Figure 1. Cells by drive strength (run 1).
(2 px per um)
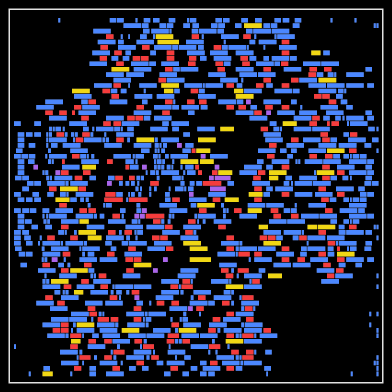
Figure 2. Port wiring (run 1).
(1.5 px per um)
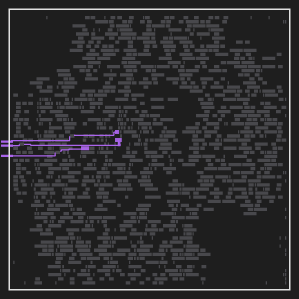
Figure 3. Gate families picked out (run 1).
(2 px per um)
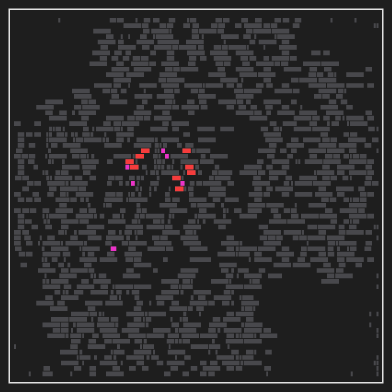
File: src/rtl/psr_pkg.sv
// psr_pkg: shared state type and CPSR field layout for the status/banking unit.
package psr_pkg;

  typedef enum logic [1:0] {
    ST_IDLE    = 2'd0,
    ST_SAVE    = 2'd1,
    ST_SWITCH  = 2'd2,
    ST_RESTORE = 2'd3
  } psr_state_e;

  // CPSR layout: [5:0] FP status, [9:6] N,C,Z,V, [12:10] mode, [13+j] source-j mask
  localparam int FPS_LSB   = 0;
  localparam int NZCV_LSB  = 6;
  localparam int MODE_LSB  = 10;
  localparam int MASK_LSB  = 13;
  localparam int MODE_W    = 3;

  // Vector table entries are 8 bytes apart
  localparam int VEC_SHIFT = 3;

endpackage

File: src/rtl/psr_prio_enc.sv
// psr_prio_enc: picks the highest-numbered unmasked request whose target
// mode (source + 1) is above the current mode.
module psr_prio_enc
  import psr_pkg::*;
#(
  parameter int NSRC = 3
) (
  input  logic [NSRC-1:0]   req,
  input  logic [NSRC-1:0]   mask,
  input  logic [MODE_W-1:0] cur_mode,
  output logic              valid,
  output logic [MODE_W-1:0] index
);

  // Ascending scan so the last (highest) eligible source overrides lower ones
  always_comb begin
    valid = 1'b0;
    index = '0;
    for (int j = 0; j < NSRC; j++) begin
      if (req[j] && !mask[j] && (MODE_W'(j + 1) > cur_mode)) begin
        valid = 1'b1;
        index = MODE_W'(j);
      end
    end
  end

endmodule

File: src/rtl/psr_bank_ctrl.sv
// psr_bank_ctrl: CPSR plus per-mode banked SPSR/LR with prioritised,
// nestable exception entry and return sequencing.
//
// state      | meaning
// -----------+-------------------------------------------------------------
// ST_IDLE    | accept flag/CPSR writes, arbitrate entry/return requests
// ST_SAVE    | bank CPSR into SPSR[k+1] and pc_in into LR[k+1]
// ST_SWITCH  | switch to mode k+1, mask sources 0..k, pulse exc_ack
// ST_RESTORE | reload CPSR from SPSR[mode], pulse ret_valid with LR[mode]
module psr_bank_ctrl
  import psr_pkg::*;
#(
  parameter int              DW       = 32,
  parameter int              NMODES   = 4,
  parameter logic [DW-1:0]   VEC_BASE = 32'h0000_0100
) (
  input  logic                W_Clk,
  input  logic                reset,
  input  logic [NMODES-2:0]   irq_req,
  input  logic                ret_req,
  input  logic [DW-1:0]       pc_in,
  input  logic                flags_ld,
  input  logic [9:0]          flags_in,
  input  logic                cpsr_wr,
  input  logic [DW-1:0]       cpsr_din,
  output logic [DW-1:0]       CPSR_out,
  output logic [MODE_W-1:0]   cur_mode,
  output logic                busy,
  output logic                exc_ack,
  output logic [DW-1:0]       exc_vec,
  output logic                ret_valid,
  output logic [DW-1:0]       ret_addr,
  output logic                ret_err
);

  localparam int NSRC = NMODES - 1;
  // Writable CPSR bits; everything above the last mask bit reads as zero
  localparam logic [DW-1:0] CPSR_WMASK = DW'((64'd1 << (MASK_LSB + NSRC)) - 64'd1);
  // All sources masked, user mode, flags clear
  localparam logic [DW-1:0] CPSR_RST   = DW'(((64'd1 << NSRC) - 64'd1) << MASK_LSB);

  psr_state_e        state;
  logic [MODE_W-1:0] k_lat;
  logic [DW-1:0]     cpsr;
  logic [DW-1:0]     spsr_bank [1:NMODES-1];
  logic [DW-1:0]     lr_bank   [1:NMODES-1];

  logic [DW-1:0]     cpsr_upd;
  logic [DW-1:0]     cpsr_sw;
  logic [DW-1:0]     spsr_rd;
  logic [DW-1:0]     lr_upd_rd;
  logic              enc_valid;
  logic [MODE_W-1:0] enc_idx;

  assign cur_mode = cpsr[MODE_LSB +: MODE_W];
  assign CPSR_out = cpsr;
  assign busy     = (state != ST_IDLE);

  psr_prio_enc #(.NSRC(NSRC)) u_prio (
    .req      (irq_req),
    .mask     (cpsr[MASK_LSB +: NSRC]),
    .cur_mode (cur_mode),
    .valid    (enc_valid),
    .index    (enc_idx)
  );

  // CPSR as it will be after this IDLE cycle's MSR / flag update
  always_comb begin
    cpsr_upd = cpsr;
    if (cpsr_wr) begin
      cpsr_upd = cpsr_din & CPSR_WMASK;
    end else if (flags_ld) begin
      cpsr_upd[FPS_LSB +: 6]  = flags_in[5:0];
      cpsr_upd[NZCV_LSB +: 4] = flags_in[9:6];
    end
  end

  // CPSR after entering mode k+1 with sources 0..k masked
  always_comb begin
    cpsr_sw = cpsr;
    cpsr_sw[MODE_LSB +: MODE_W] = k_lat + MODE_W'(1);
    for (int j = 0; j < NSRC; j++) begin
      if (MODE_W'(j) <= k_lat) cpsr_sw[MASK_LSB + j] = 1'b1;
    end
  end

  // Bank reads; mode 0 or an out-of-range mode has no bank and reads zero.
  // The LR lookup uses the post-update mode because an MSR in the cycle that
  // starts a return is honoured before RESTORE indexes the bank.
  always_comb begin
    spsr_rd   = '0;
    lr_upd_rd = '0;
    for (int i = 1; i < NMODES; i++) begin
      if (cur_mode == MODE_W'(i)) spsr_rd = spsr_bank[i];
      if (cpsr_upd[MODE_LSB +: MODE_W] == MODE_W'(i)) lr_upd_rd = lr_bank[i];
    end
  end

  // Sequencer, CPSR, banks and registered strobes
  always_ff @(posedge W_Clk or negedge reset) begin
    if (!reset) begin
      state     <= ST_IDLE;
      k_lat     <= '0;
      cpsr      <= CPSR_RST;
      exc_ack   <= 1'b0;
      exc_vec   <= '0;
      ret_valid <= 1'b0;
      ret_addr  <= '0;
      ret_err   <= 1'b0;
      for (int i = 1; i < NMODES; i++) begin
        spsr_bank[i] <= '0;
        lr_bank[i]   <= '0;
      end
    end else begin
      exc_ack   <= 1'b0;
      exc_vec   <= '0;
      ret_valid <= 1'b0;
      ret_addr  <= '0;
      ret_err   <= 1'b0;
      case (state)
        ST_IDLE: begin
          cpsr <= cpsr_upd;
          if (enc_valid) begin
            k_lat <= enc_idx;
            state <= ST_SAVE;
          end else if (ret_req && (cur_mode != '0)) begin
            state     <= ST_RESTORE;
            ret_valid <= 1'b1;
            ret_addr  <= lr_upd_rd;
          end else if (ret_req && !ret_err) begin
            // a held request must not re-fire while its error pulse is out
            ret_err <= 1'b1;
          end
        end
        ST_SAVE: begin
          for (int i = 1; i < NMODES; i++) begin
            if (k_lat + MODE_W'(1) == MODE_W'(i)) begin
              spsr_bank[i] <= cpsr;
              lr_bank[i]   <= pc_in;
            end
          end
          exc_ack <= 1'b1;
          exc_vec <= VEC_BASE + (DW'(k_lat) << VEC_SHIFT);
          state   <= ST_SWITCH;
        end
        ST_SWITCH: begin
          cpsr  <= cpsr_sw;
          state <= ST_IDLE;
        end
        ST_RESTORE: begin
          cpsr  <= spsr_rd;
          state <= ST_IDLE;
        end
        default: state <= ST_IDLE;
      endcase
    end
  end

endmodule

File: config.mk
export PLATFORM = sky130hd
export DESIGN_NAME = psr_bank_ctrl
export DESIGN_NICKNAME = d
export VERILOG_FILES = /design/src/rtl/psr_pkg.sv /design/src/rtl/psr_prio_enc.sv /design/src/rtl/psr_bank_ctrl.sv
export SDC_FILE = /design/constraint.sdc
export NUM_CORES = 1
export LEC_CHECK = 0
export CORE_MARGIN = 1.5
export CORE_UTILIZATION = 35
export CTS_CLUSTER_SIZE = 40
export DETAILED_ROUTE_END_ITERATION = 6
export PLACE_DENSITY = 0.55
export SETUP_SLACK_MARGIN = 0.02
export SLEW_MARGIN = 20
export SYNTH_ARGS = -nofsm -noshare
export SYNTH_HDL_FRONTEND = slang
export SYNTH_SLANG_ARGS = --single-unit
File: constraint.sdc
create_clock -name W_Clk -period 2.6 [get_ports W_Clk]
set_input_delay 0.26 -clock W_Clk [delete_from_list [all_inputs] [get_ports W_Clk]]
set_output_delay 0.26 -clock W_Clk [all_outputs]
set_load 0.03 [all_outputs]
==> highlights.md, run 1 <==
## Status
* result of the run: complete, no violations

## Drt
* first-iteration detailed-routing DRC count: 282
* length of the first detailed-routing pass in iterations: 4
* number of remaining DRC errors: 0
* average detailed-routed wire length per instance: 17.7 um
* remaining antenna violation count after routing: 0

## Yosys
* Yosys warnings: 0
* number of cells in the yosys synthesis report: 907
* number of synthesized flops with an enable pin: 0
* Netlist Area Pre-Place: 0.0117 mm2
* post-synthesis cell count: 907
* syn_area_per_cell: 12.9 um2
* sequential area share after synthesis: 56.6%

## Die
* area of the core region: 0.0328 mm2
* number of rows created at floorplan: 66

## Global route
* number of antenna violations at the first check in global routing: 3
* via count of the first global-routing pass: 7,717
* global routing usage summed across all routing layers: 15.8%

## Timing
* FMAX: 437 MHz
* slew margin rel.: 33.9%
* Clock Skews: 0.0183 ns
* setup repair after global routing missed its margin: false
* Final Hold Viols: 0

## Power
* internal power: 11.5 mW
* Net Sw Frac: 34.3%
* maximum vdd ir drop: 0.519 mV
* sequential power share: 38.5%

## Clock network
* Num Clock Sinks: 265
* Setup Buffers After CTS: 0

## Critical path
* Crit Path Class: flip-flop to output pin
* kind of start point of the critical path: flip-flop
* Crit Path Max Fanout: 24
* Data required, critical path: 2.34 ns
* Data arrival, critical path: 2.03 ns

## Final layout
* most frequent cells in the layout: 261 x sky130_fd_sc_hd__dfrtp_1, 195 x sky130_fd_sc_hd__mux2_2, 137 x sky130_fd_sc_hd__clkdlybuf4s50_1, 67 x sky130_fd_sc_hd__nor2_1, 44 x sky130_fd_sc_hd__nand2_1

## Placed design
* Placed Area: 0.0136 mm2
* RD Place Congestion: 0.788

Back to the opening pictures, Figure 1:
_6 and larger: shown in yellow, cells 53, share 5.0%, most used clkbuf_16. _0 and _1 cells: shown in blue, cells 763, share 72%, most used dfrtp_1. _2 cells: shown in red, cells 226, share 21%, most used mux2_2. _3 and _4 cells: shown in purple, cells 21, share 2.0%, most used buf_4.
final design instance area without fill: 0.0146 mm2
number of ordinary and repair buffers in the finished layout: 168
area overhead of the layout relative to synthesis: 24.5%
final setup slack of the worst path: 0.311 ns

Back to the opening pictures, Figure 2:
irq_req: shown in purple, bits 3, direction input, end cells 4, buffers 3, wire 202 um.
Buffers on Ports: 139
IO Count: 185

Back to the opening pictures, Figure 3:
fa/ha/maj cells: shown in red, cells 9, most used ha_1, where middle. and/or cells: shown in magenta, cells 6, most used or3_1.
share of cell area taken by multi-input logic gates: 31.7%
tally of non-filler cells in the final layout: 1,505

[run 1: how the worst max path moves through the flow]
stage | end
floorplan | CPSR_out[20]
global route | cur_mode[2]
finish | CPSR_out[10]
detailed placement | ret_addr[12]
global placement | ret_addr[16]
CTS | busy
[run 1: cell usage after synthesis, types with 5 or more instances]
master	n	area, um2
sky130_fd_sc_hd__ha_1	9	113
sky130_fd_sc_hd__buf_2	35	175
sky130_fd_sc_hd__clkbuf_1	17	63.8
sky130_fd_sc_hd__o21ai_0	35	175
sky130_fd_sc_hd__dfrtp_1	262	6560
sky130_fd_sc_hd__buf_4	36	270
sky130_fd_sc_hd__inv_1	7	26.3
sky130_fd_sc_hd__mux2_2	195	2200
sky130_fd_sc_hd__o41ai_2	13	211
sky130_fd_sc_hd__nand2_1	47	176
sky130_fd_sc_hd__mux2i_1	43	430
sky130_fd_sc_hd__nor2_1	67	251
sky130_fd_sc_hd__a2bb2oi_1	41	359
sky130_fd_sc_hd__nor2b_1	5	31.3
sky130_fd_sc_hd__nor3_1	5	25.0
sky130_fd_sc_hd__a21oi_1	35	175
[run 1: power by group through the flow]
stage	logic [mW]	registers, mW	clock network, mW
finish	6.59	6.71	4.14
global route	7.20	6.94	4.42
CTS	6.70	6.72	4.26
detailed placement	6.67	6.78	0
global placement	6.59	6.74	0
floorplan	4.42	7.00	0
[run 1: layout make-up]
class	count	area, um2
clock buffers	44	872
clock inverters	9	104
inverters	8	30.0
well taps	442	553
flip-flops and latches	265	6640
repair buffers	168	1770
multi-input cells	569	4630
fillers	3050	18200
[run 1: through the flow]
stage	hold WS [ns]	total power [mW]	worst slack, ns	cells
floorplan	-0.0356	11.4	0.791	935
global placement	0.332	13.3	0.174	1451
detailed placement	0.329	13.5	0.123	1451
CTS	0.315	17.7	0.0542	1505
global route	0.336	18.6	0.217	1505
finish	0.311	17.4	0.311	1505
[run 1: sequential cells by signal (all words and copies together), names as in the netlist]
register   cells
ret_addr      32
spsr_bank     96
state          2
lr_bank       96
k_lat          2
ret_err        1
exc_vec        3
CPSR_out      32
ret_valid      1
[run 1: cells by family (layout without fill, tap and decap cells)]
group | Yosys count | count (layout) | synth area share, %
buffers and inverters | 101 | 229 | 4.96
multiplexers | 240 | 240 | 22.7
AND/OR/NAND/NOR | 140 | 140 | 5.08
other | 1 | 29 | 0.0320
flip-flops | 265 | 265 | 56.6
adder cells (fa/ha/maj) | 9 | 9 | 0.961
AND-OR/OR-AND | 151 | 151 | 9.64
[run 1: routing by layer]
layer  up-vias  global-route usage, %
met5         -                      0
met4         6                   4.06
li1       3442                      -
met1      3842                   21.7
met2       185                   25.2
met3        43                   3.62
[run 1: worst max-delay path, cell delays in order, from the launching register on]
cell and delay [ns]:
sky130_fd_sc_hd__dfrtp_1 0.39, sky130_fd_sc_hd__buf_4 0.34, sky130_fd_sc_hd__clkdlybuf4s50_1 0.74
[run 1: repair_timing]
action | in CTS | in global routing
hold buffers | 1 | 0
endpoints found under the hold margin | 74 | 0
setup endpoints to repair | 0 | 1
gates resized | 0 | 1
Figure 4. Cell placement (run 1).
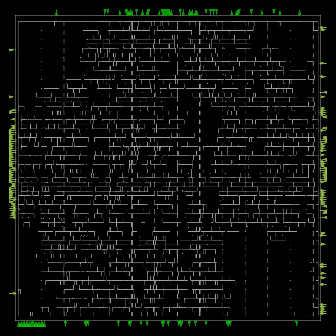

==> run 2, diff against run 1 <==
--- a/config.mk
+++ b/config.mk
@@ -6,10 +6,10 @@
 export NUM_CORES = 1
 export LEC_CHECK = 0
 export CORE_MARGIN = 1.5
-export CORE_UTILIZATION = 35
+export CORE_UTILIZATION = 30
 export CTS_CLUSTER_SIZE = 40
 export DETAILED_ROUTE_END_ITERATION = 6
-export PLACE_DENSITY = 0.55
+export PLACE_DENSITY = 0.49
 export SETUP_SLACK_MARGIN = 0.02
 export SLEW_MARGIN = 20
 export SYNTH_ARGS = -nofsm -noshare
Figure 5. Cell placement (run 2).
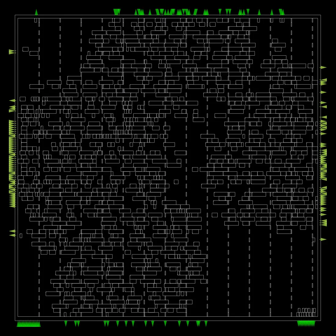
FF+latch count: 265
tally of non-filler cells in the final layout: 1,588
share of cell area taken by flip-flops and latches: 45.0%
number of tap cells inserted: 518

Figure 6. Cells by drive strength (run 2).
(2 px per um)
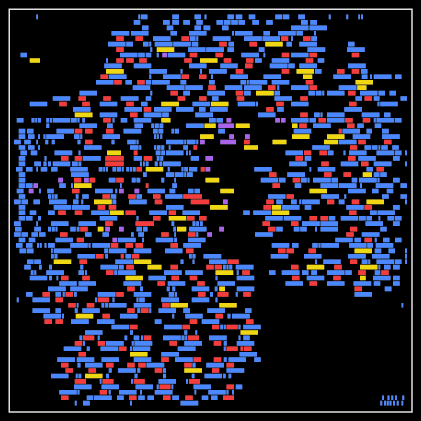
_0 and _1 cells: shown in blue, cells 765, share 71%, most used dfrtp_1. _3 and _4 cells: shown in purple, cells 23, share 2.1%, most used buf_4. _6 and larger: shown in yellow, cells 56, share 5.2%, most used clkbuf_16. _2 cells: shown in red, cells 226, share 21%, most used mux2_2.
number of ordinary and repair buffers in the finished layout: 170
final design instance area without fill: 0.0147 mm2
area overhead of the layout relative to synthesis: 25.8%
final setup slack of the worst path: 0.136 ns

Figure 7. Ports around the boundary (run 2).
(2 px per um) Pins as bars across the die edge, other pins in grey.
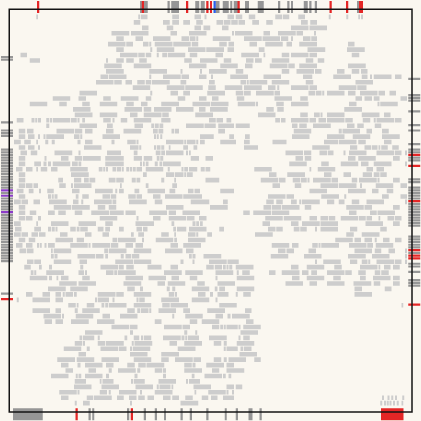
exc_vec: shown in red, pins 32, direction output, edge 14 bottom, 10 top, 7 right, 1 left. busy: shown in blue, pins 1, direction output, edge top. irq_req: shown in purple, pins 3, direction input, edge left.
All pins by edge: 50 left, 47 right, 44 bottom, 44 top.
width of the die: 201 um
floorplan die height: 201 um

==> highlights.md, run 2 <==
## Power
* maximum vdd ir drop: 0.437 mV

## Yosys
* Yosys warnings: 0
* post-synthesis cell count: 907
* dominant kind of combinational cell: multiplexers
* post-synthesis cell type with the largest combined area: sky130_fd_sc_hd__dfrtp_1
* number of synthesized flops with an enable pin: 0
* Netlist Area Pre-Place: 0.0117 mm2
* syn_area_per_cell: 12.9 um2
* number of cells in the yosys synthesis report: 907
* share of synthesized cell area in full adder, half adder and majority cells: 0.961%
* leading cell types by count after synthesis: 262 x sky130_fd_sc_hd__dfrtp_1, 195 x sky130_fd_sc_hd__mux2_2, 67 x sky130_fd_sc_hd__nor2_1
* sequential area share after synthesis: 56.6%
* area fraction in xor and xnor cells: 0%
* top cells by area: sky130_fd_sc_hd__dfrtp_1 56%, sky130_fd_sc_hd__mux2_2 19%, sky130_fd_sc_hd__mux2i_1 3.7%
* Dominant cell area share: 55.9%

## Final layout
* most frequent cells in the layout: 260 x sky130_fd_sc_hd__dfrtp_1, 195 x sky130_fd_sc_hd__mux2_2, 138 x sky130_fd_sc_hd__clkdlybuf4s50_1, 67 x sky130_fd_sc_hd__nor2_1, 44 x sky130_fd_sc_hd__nand2_1
* registers with the most flip-flops: lr_bank: 96 flops, spsr_bank: 96 flops
* fill cell count: 3,810

## Placed design
* RD Place Congestion: 0.727
* number of cells after detailed placement: 1,529

## Timing
* slew margin rel.: 56.9%
* Final Hold Viols: 0
* setup repair after global routing missed its margin: false

## Critical path
* Data required, critical path: 2.34 ns
* Crit Path Class: flip-flop to output pin
* kind of start point of the critical path: flip-flop

## Drt
* average detailed-routed wire length per instance: 17.6 um
* length of the first detailed-routing pass in iterations: 4
* first-iteration detailed-routing DRC count: 251
* number of remaining DRC errors: 0

## Die
* area of the core region: 0.0386 mm2
* number of rows created at floorplan: 72

## Clock network
* Num Clock Sinks: 265

## Global route
* via count of the first global-routing pass: 7,822

## Status
* result of the run: complete, no violations

==> run 2: critical path: stages, from the launching register on <==
cell	delay, ns
sky130_fd_sc_hd__dfrtp_1	0.39
sky130_fd_sc_hd__inv_1	0.08
sky130_fd_sc_hd__ha_1	0.26
sky130_fd_sc_hd__inv_1	0.21
sky130_fd_sc_hd__clkdlybuf4s50_1	0.75
==> run 2: final cells by class <==
| class | count | area [um2] | share of cell area, % |
|---|---|---|---|
| clock buffers | 49 | 967 | 6.56 |
| clock inverters | 9 | 71.3 | 0.484 |
| inverters | 8 | 30.0 | 0.204 |
| multi-input cells | 569 | 4640 | 31.4 |
| flip-flops and latches | 265 | 6640 | 45.0 |
| well taps | 518 | 648 | 4.40 |
| repair buffers | 170 | 1760 | 11.9 |
==> run 2: final timing paths <==
kind / start / to / slack [ns] / depth (start not counted)
max: state[0] / busy / 0.14 / 4
min: cpsr_din[15] / CPSR_out[15] / 0.33 / 3
max reg2reg: state[0] / CPSR_out[24] / 0.60 / 6
min reg2reg: ret_err / ret_err / 0.46 / 1
max in group asynchronous: reset / lr_bank[70] / 1.46 / 3
min in group asynchronous: reset / lr_bank[23] / 0.34 / 2
==> run 2: per-layer routing <==
layer,vias up,part of all wire (%),track usage (%)
met5,-,0.046,0
met3,37,4.9,3.28
met2,173,45,22.2
li1,3441,-,-
met4,2,1.7,3.65
met1,3793,49,19.9
==> run 2: timing repair <==
action                    CTS  global route
gates resized               0             0
hold buffers                1             0
hold endpoints to repair   73             0
==> run 2: through the flow <==
stage / total power, mW / instance area, um2 / hold WS [ns] / setup WS, ns
finish: 17.7 / 14700 / 0.327 / 0.136
global route: 18.9 / 14700 / 0.301 / 0.0444
CTS: 18.0 / 14700 / 0.289 / 0.0939
detailed placement: 13.6 / 13700 / 0.298 / 0.372
global placement: 13.4 / 13700 / 0.303 / 0.384
floorplan: 11.4 / 11800 / -0.0356 / 0.791
==> run 2: logic make-up (layout without fill, tap and decap cells) <==
group,Yosys count,after routing
compound gates,151,151
simple gates,140,140
fa+ha+maj,9,9
buf+inv,101,236
flops,265,265
mux,240,240
other cells,1,29
==> run 2: where the power goes <==
group / internal [mW] / switching, mW / total [mW]
combinational: 3.18 / 3.36 / 6.54
sequential: 5.79 / 1.04 / 6.83
clock: 2.60 / 1.77 / 4.36
total: 11.6 / 6.16 / 17.7
Power figures rest on the tool's default switching activity, not on a simulated workload.
